### config.mk
export PLATFORM = sky130hd
export DESIGN_NAME = bg_trim_reader
export DESIGN_NICKNAME = d
export VERILOG_FILES = /design/src/rtl/bg_trim_reader.sv
export SDC_FILE = /design/constraint.sdc
export NUM_CORES = 1
export LEC_CHECK = 0
export CAP_MARGIN = 20
export CELL_PAD_IN_SITES_DETAIL_PLACEMENT = 0
export CELL_PAD_IN_SITES_GLOBAL_PLACEMENT = 1
export CORE_AREA = 4 4 131 102
export DETAILED_ROUTE_END_ITERATION = 6
export DIE_AREA = 0 0 135 106
export PLACE_DENSITY = 0.56
export SYNTH_ARGS = -nofsm -noshare
export SYNTH_HDL_FRONTEND = slang
export SYNTH_SLANG_ARGS = --single-unit
### constraint.sdc
create_clock -name clk -period 8 [get_ports clk]
set_clock_uncertainty 0.2 [all_clocks]
set_input_delay 1.6 -clock clk [delete_from_list [all_inputs] [get_ports clk]]
set_output_delay 1.6 -clock clk [all_outputs]
set_load 0.005 [all_outputs]
### src/rtl/bg_trim_reader.sv
// bg_trim_reader: captures the bandgap trim code on every conversion, tracks
// how many consecutive captures agree to flag lock, and shifts out an 18-bit
// snapshot {1, locked, coarse, fine} MSB first on request.
module bg_trim_reader #(
    parameter int STABLE_N = 3,   // consecutive matching captures for lock (1..15)
    parameter int TOL      = 1    // max |fine delta| that still counts as a match (0..255)
) (
    input  logic       clk,
    input  logic       reset,
    input  logic       valid,
    input  logic [7:0] idacCoarse,
    input  logic [7:0] idacFine,
    input  logic       rd_req,
    output logic [7:0] code_coarse,
    output logic [7:0] code_fine,
    output logic       locked,
    output logic [7:0] conv_count,
    output logic       busy,
    output logic       sdo,
    output logic       sdo_frame,
    output logic       done
);

    localparam logic [3:0] SAT_CNT = 4'(STABLE_N);
    localparam logic [3:0] LOCK_AT = 4'(STABLE_N - 1);
    localparam logic [8:0] TOL_W   = 9'(TOL);

    typedef enum logic [1:0] {S_IDLE, S_SHIFT, S_DONE} state_t;

    // capture front end
    logic       r_valid_q;
    logic       r_cap;
    logic [7:0] r_cap_c;
    logic [7:0] r_cap_f;

    // captured code and stability tracking
    logic [7:0] r_code_c;
    logic [7:0] r_code_f;
    logic       r_locked;
    logic [7:0] r_conv;
    logic [3:0] r_match_cnt;
    logic       r_have_prev;

    // readout
    state_t      r_state;
    logic [17:0] r_shreg;
    logic [4:0]  r_bitcnt;
    logic        r_sdo;
    logic        r_frame;
    logic        r_busy;
    logic        r_done;

    logic [8:0]  w_diff;
    logic [8:0]  w_absdiff;
    logic        w_match;
    logic [3:0]  w_next_cnt;
    logic [17:0] w_frame;

    // Fine delta in 9-bit two's complement so 0x00 vs 0xFF is 255, not 1.
    assign w_diff     = {1'b0, r_cap_f} - {1'b0, r_code_f};
    assign w_absdiff  = w_diff[8] ? (9'd0 - w_diff) : w_diff;
    assign w_match    = r_have_prev && (r_cap_c == r_code_c) && (w_absdiff <= TOL_W);
    assign w_next_cnt = !w_match                ? 4'd0 :
                        (r_match_cnt >= SAT_CNT) ? SAT_CNT : r_match_cnt + 4'd1;
    assign w_frame    = {1'b1, r_locked, r_code_c, r_code_f};

    // Register valid and latch the input code on its rising edge.
    always_ff @(posedge clk) begin
        if (reset) begin
            r_valid_q <= 1'b0;
            r_cap     <= 1'b0;
            r_cap_c   <= 8'd0;
            r_cap_f   <= 8'd0;
        end else begin
            r_valid_q <= valid;
            r_cap     <= valid & ~r_valid_q;
            if (valid & ~r_valid_q) begin
                r_cap_c <= idacCoarse;
                r_cap_f <= idacFine;
            end
        end
    end

    // Apply a capture: update code, count, match run and lock flag.
    always_ff @(posedge clk) begin
        if (reset) begin
            r_code_c    <= 8'd0;
            r_code_f    <= 8'd0;
            r_locked    <= 1'b0;
            r_conv      <= 8'd0;
            r_match_cnt <= 4'd0;
            r_have_prev <= 1'b0;
        end else if (r_cap) begin
            r_code_c    <= r_cap_c;
            r_code_f    <= r_cap_f;
            r_have_prev <= 1'b1;
            r_match_cnt <= w_next_cnt;
            // A mismatch restarts the run at 0, so STABLE_N=1 still locks on it.
            r_locked    <= (w_next_cnt >= LOCK_AT);
            if (r_conv != 8'hFF)
                r_conv <= r_conv + 8'd1;
        end
    end

    // Readout FSM; the frame register is loaded from pre-capture values.
    always_ff @(posedge clk) begin
        if (reset) begin
            r_state  <= S_IDLE;
            r_shreg  <= 18'd0;
            r_bitcnt <= 5'd0;
            r_sdo    <= 1'b0;
            r_frame  <= 1'b0;
            r_busy   <= 1'b0;
            r_done   <= 1'b0;
        end else begin
            case (r_state)
                S_IDLE: begin
                    r_done <= 1'b0;
                    if (rd_req) begin
                        // start bit goes straight out; shreg holds the rest
                        r_sdo    <= w_frame[17];
                        r_shreg  <= {w_frame[16:0], 1'b0};
                        r_bitcnt <= 5'd17;
                        r_frame  <= 1'b1;
                        r_busy   <= 1'b1;
                        r_state  <= S_SHIFT;
                    end
                end
                S_SHIFT: begin
                    if (r_bitcnt == 5'd0) begin
                        r_sdo   <= 1'b0;
                        r_frame <= 1'b0;
                        r_done  <= 1'b1;
                        r_state <= S_DONE;
                    end else begin
                        r_sdo    <= r_shreg[17];
                        r_shreg  <= {r_shreg[16:0], 1'b0};
                        r_bitcnt <= r_bitcnt - 5'd1;
                    end
                end
                S_DONE: begin
                    r_done  <= 1'b0;
                    r_busy  <= 1'b0;
                    r_state <= S_IDLE;
                end
                default: begin
                    r_sdo   <= 1'b0;
                    r_frame <= 1'b0;
                    r_busy  <= 1'b0;
                    r_done  <= 1'b0;
                    r_state <= S_IDLE;
                end
            endcase
        end
    end

    assign code_coarse = r_code_c;
    assign code_fine   = r_code_f;
    assign locked      = r_locked;
    assign conv_count  = r_conv;
    assign busy        = r_busy;
    assign sdo         = r_sdo;
    assign sdo_frame   = r_frame;
    assign done        = r_done;

endmodule

==> run_1/closeup.png <==
Window x 48 to 88, y 33 to 73 µm. Cells in gray, sequential cells in the stronger gray; small squares are vias.
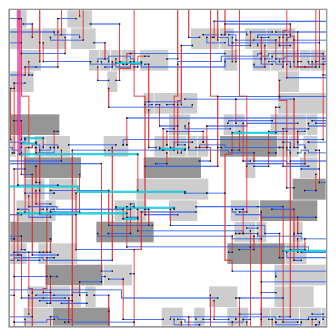
| color | layer |
|---|---|
| red | M2 |
| blue | M1 |
| cyan | M3 |
| magenta | M4 |
cells with their middle in the window: 89
netlist names of flops here include: `r_shreg` (7), `r_match_cnt` (3)
most frequent: nor2_1 (15), dfxtp_1 (11)
sequential cells in the window: 11

==> run_1/clock_nets.png <==
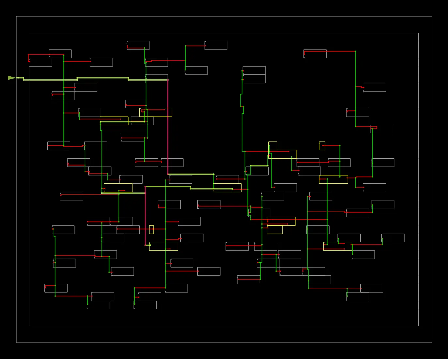
Flop Count: 76
CTS sink count: 76
total CTS buffers: 9

==> results.txt, run 1 <==
Notes on the physical implementation.

- The final-stage net count is 484, for reference.
- Non-clock inverters in the final layout number 16.
- The via count of the first global-routing pass was 2625.
- The number of buffer and inverter stages on the critical path is 2, for reference.
- The clock network power reported by the tool is 365 µW.
- The most common cell after layout, fill and taps aside is sky130_fd_sc_hd__dfxtp_1, for reference.
- For this run, asynchronously set or reset flops after synthesis account for 0%.
- Across all checked pins, the minimum headroom to the slew limit is 47.67%.
- Post-CTS repair changed the size of 0 cells.
- The biggest cell delay along the critical path is 520 ps, for reference.
- Along the worst hold path, the cell count comes to 1.
- The number of tapcells is 166, for reference.
- Power attributed to sequential cells is 420 µW.
- The largest share of the power goes to registers.
- Yosys reports a chip area of 3570 µm².
- The final wirelength is 8534 µm, for reference.
- In the hold report, the worst path ends at r_cap$_SDFF_PP0_.
- The setup-violating endpoint count in the final report is 0, for reference.
- The logic area is 1888 µm², for reference.
- The worst path arrival time is 3400 ps, for reference.
- The initial antenna violation count is 0.
- The number of pins with negative max-slew slack in the final report is 0, for reference.
- The register bit count reported by yosys is 76, for reference.
- The dominant kind of combinational cell is simple AND/OR/NAND/NOR gates, for reference.
- Using the TritonRoute via totals, the vias-per-cell ratio works out to 4.561.
- The worst slack after detailed placement is 4299 ps, for reference.
- The synthesized-area fraction occupied by and/or/nand/nor cells is 19.07%, for reference.
- The hold violation count in the final report is 0, for reference.
- The worst hold slack is 229.9 ps, for reference.
- The netlist area before placement is 3570 µm², for reference.
- The pre-antenna-repair detailed-routing pass consisted of 5 iterations.
- Per the synthesis report, the single largest cell type by area occupies 42.62% of cell area.
- For reference, the critical path is captured by r_match_cnt[1]$_SDFFE_PP0P_.
- The run finished with clean final reports.
- The instance area at placement is 4183 µm², for reference.
- For reference, the top cells by area after synthesis are sky130_fd_sc_hd__dfxtp_1 (43%), sky130_fd_sc_hd__mux2i_1 (9.5%), sky130_fd_sc_hd__nor2_1 (5.8%), sky130_fd_sc_hd__nand2_1 (5.4%), sky130_fd_sc_hd__ha_1 (4.6%).
- The required time at the worst-slack endpoint is 8070 ps, for reference.
- The script computed the net switching share of total power as 27.37%.
- The cell count listed in synth_stat.txt is 410, for reference.
- For flop-to-flop paths, the worst setup slack is 4920 ps.
- The non-clock buffer share of cell area is 11.93%, for reference.
- The cell sitting at the root of the clock tree is a sky130_fd_sc_hd__clkbuf_16.
- Setup repair after global routing left no endpoint under its margin.
- The final cell count without fillers is 619, for reference.
- Ranking logic cells in the layout by count gives the top entries sky130_fd_sc_hd__dfxtp_1 (76), sky130_fd_sc_hd__nor2_1 (55), sky130_fd_sc_hd__nand2_1 (51).
- The amount of wire on met3 after detailed routing is 332 µm, for reference.
- During synthesis, Yosys emitted a total of 0 warnings.
- The report puts the hold buffer count at CTS at 0.
- The share of the clock period used by the worst path is 41.66%, for reference.
==> run_1/clock_wires.png <==
Scale bar: 50 µm.
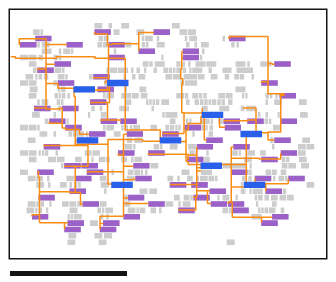
[purple] flip-flops | count: 76
[blue] clock-net drivers | count: 9
[orange] clock wires | length: 1140 µm
flops lie: all over the die
routed clock nets: 10

==> run 2, diff against run 1 <==
- clock period: 8 -> 3.45 ns (I/O delays scaled with it)
==> run_2/route_heat.png <==
Scale bar: 50 µm. The die is cut into 27 by 21 equal tiles; white is low, dark blue is high, scaled to the fullest tile. Values are wire area over tile area, all layers added.
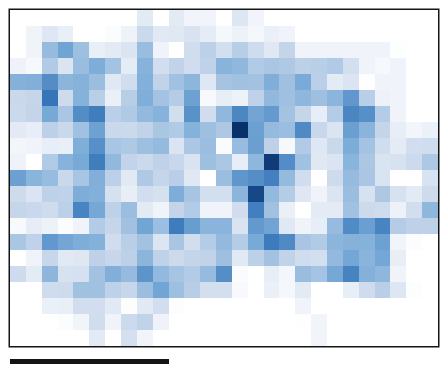
densest ninth of the die: middle
tiles over half the peak: 9.5%
fullest tile: 0.41
mean over tiles: 0.093
nearly empty tiles: 23%

==> run_2/m3.png <==
Cells faint in the background.
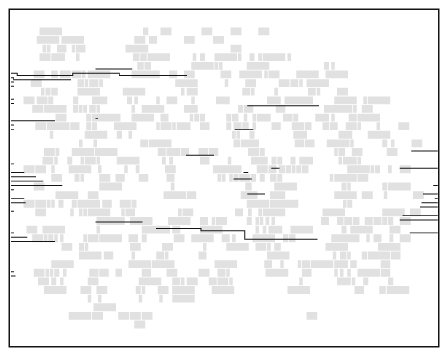
wire length on this layer: 361 µm
share of all routed wire: 4.2%
nets with wire on the layer: 37

==> run 2 against run 1 <==
  * Clock power increased by 140%
  * Critical path depth rose by 4
  * Non-clock buffer count stayed put
  * Synthesized area is the same
  * Total power rose by 140%
  * Final cell count grew 0.32%
  * Sequential power up 130%
  * Combinational power up 130%
  * Synthesized cell count did not move
  * Global-route usage is 0.28 points higher
  * Register-to-register slack lost 4400 ps
==> results.txt, run 2 <==
Notes on the physical implementation.

- The flow ran to the end, and the final reports show no timing, DRC or antenna violations.
- The max-slew headroom at the worst pin is 46.88%, for reference.
- The dominant kind of combinational cell is simple AND/OR/NAND/NOR gates, for reference.
- The synthesis log from Yosys contains 0 warnings.
- The cell-mix breakdown from Yosys lists the simple-gate area share as 19.07%.
- The critical path capture point is r_match_cnt[1]$_SDFFE_PP0P_, for reference.
- In the detailed route, the total length drawn on met3 is 360 µm.
- The area fraction of the largest cell type after synthesis is 42.62%.
- Per STA, the highest per-stage delay on the worst path measures 450 ps.
- The clock network power is 886 µW, for reference.
- TritonCTS created 9 clock buffers.
- Of all the cell area in the finished design, non-clock buffers hold 11.72%.
- The total number of sequential cells is 76, for reference.
- The required time at the worst-slack endpoint is 3530 ps, for reference.
- The number of cells on the worst hold path is 1, for reference.
- The number of non-clock inverters is 16, for reference.
- Of all power groups, the one with the highest power is registers.
- At the placement stage, the worst setup path has a slack of 507.0 ps.
- The instance area at placement is 4203 µm², for reference.
- In this run the clock root is driven by a sky130_fd_sc_hd__clkbuf_16.
- In the final report, the number of endpoints failing setup comes to 0.
- The cell area that synthesis handed to floorplanning was 3570 µm².
- The count of hold buffers inserted by post-cts repair is 0, for reference.
- Leaving out filler cells and counting taps, the final layout contains 621.
- The final wirelength is 8551 µm, for reference.
- The switching power share of the total is 27.54%, for reference.
- Final hold analysis gives a worst-case slack of 230.9 ps.
- For reference, the final report shows the max-slew violation count at 0.
- Among logic cells in the layout, the one with the most instances is sky130_fd_sc_hd__dfxtp_1.
- Sequential cells consume a total of 975 µW.
- Per the synth stats, the proportion of register bits with asynchronous set or reset is 0%.
- Per the Yosys statistics, synthesis produced 410 cells.
- Setup repair after global routing left no endpoint under its margin.
- The number of sinks on the clock net is 76, for reference.
- The initial antenna violation count is 0.
- The per-cell via count in the routed design is 4.605, for reference.
- At the worst endpoint, the arrival time is 3020 ps.
- The register bit count reported by yosys is 76, for reference.
- Yosys attributes the largest share of cell area to sky130_fd_sc_hd__dfxtp_1 (43%), sky130_fd_sc_hd__mux2i_1 (9.5%), sky130_fd_sc_hd__nor2_1 (5.8%), sky130_fd_sc_hd__nand2_1 (5.4%), sky130_fd_sc_hd__ha_1 (4.6%).
- Counting endpoints that fail hold in the final report gives 0.
- In the layout the commonest cells are sky130_fd_sc_hd__dfxtp_1 (76), sky130_fd_sc_hd__nor2_1 (55), sky130_fd_sc_hd__nand2_1 (51).
- The yosys-reported design area after synthesis is 3570 µm², for reference.
Power and IR drop assume default switching activity.
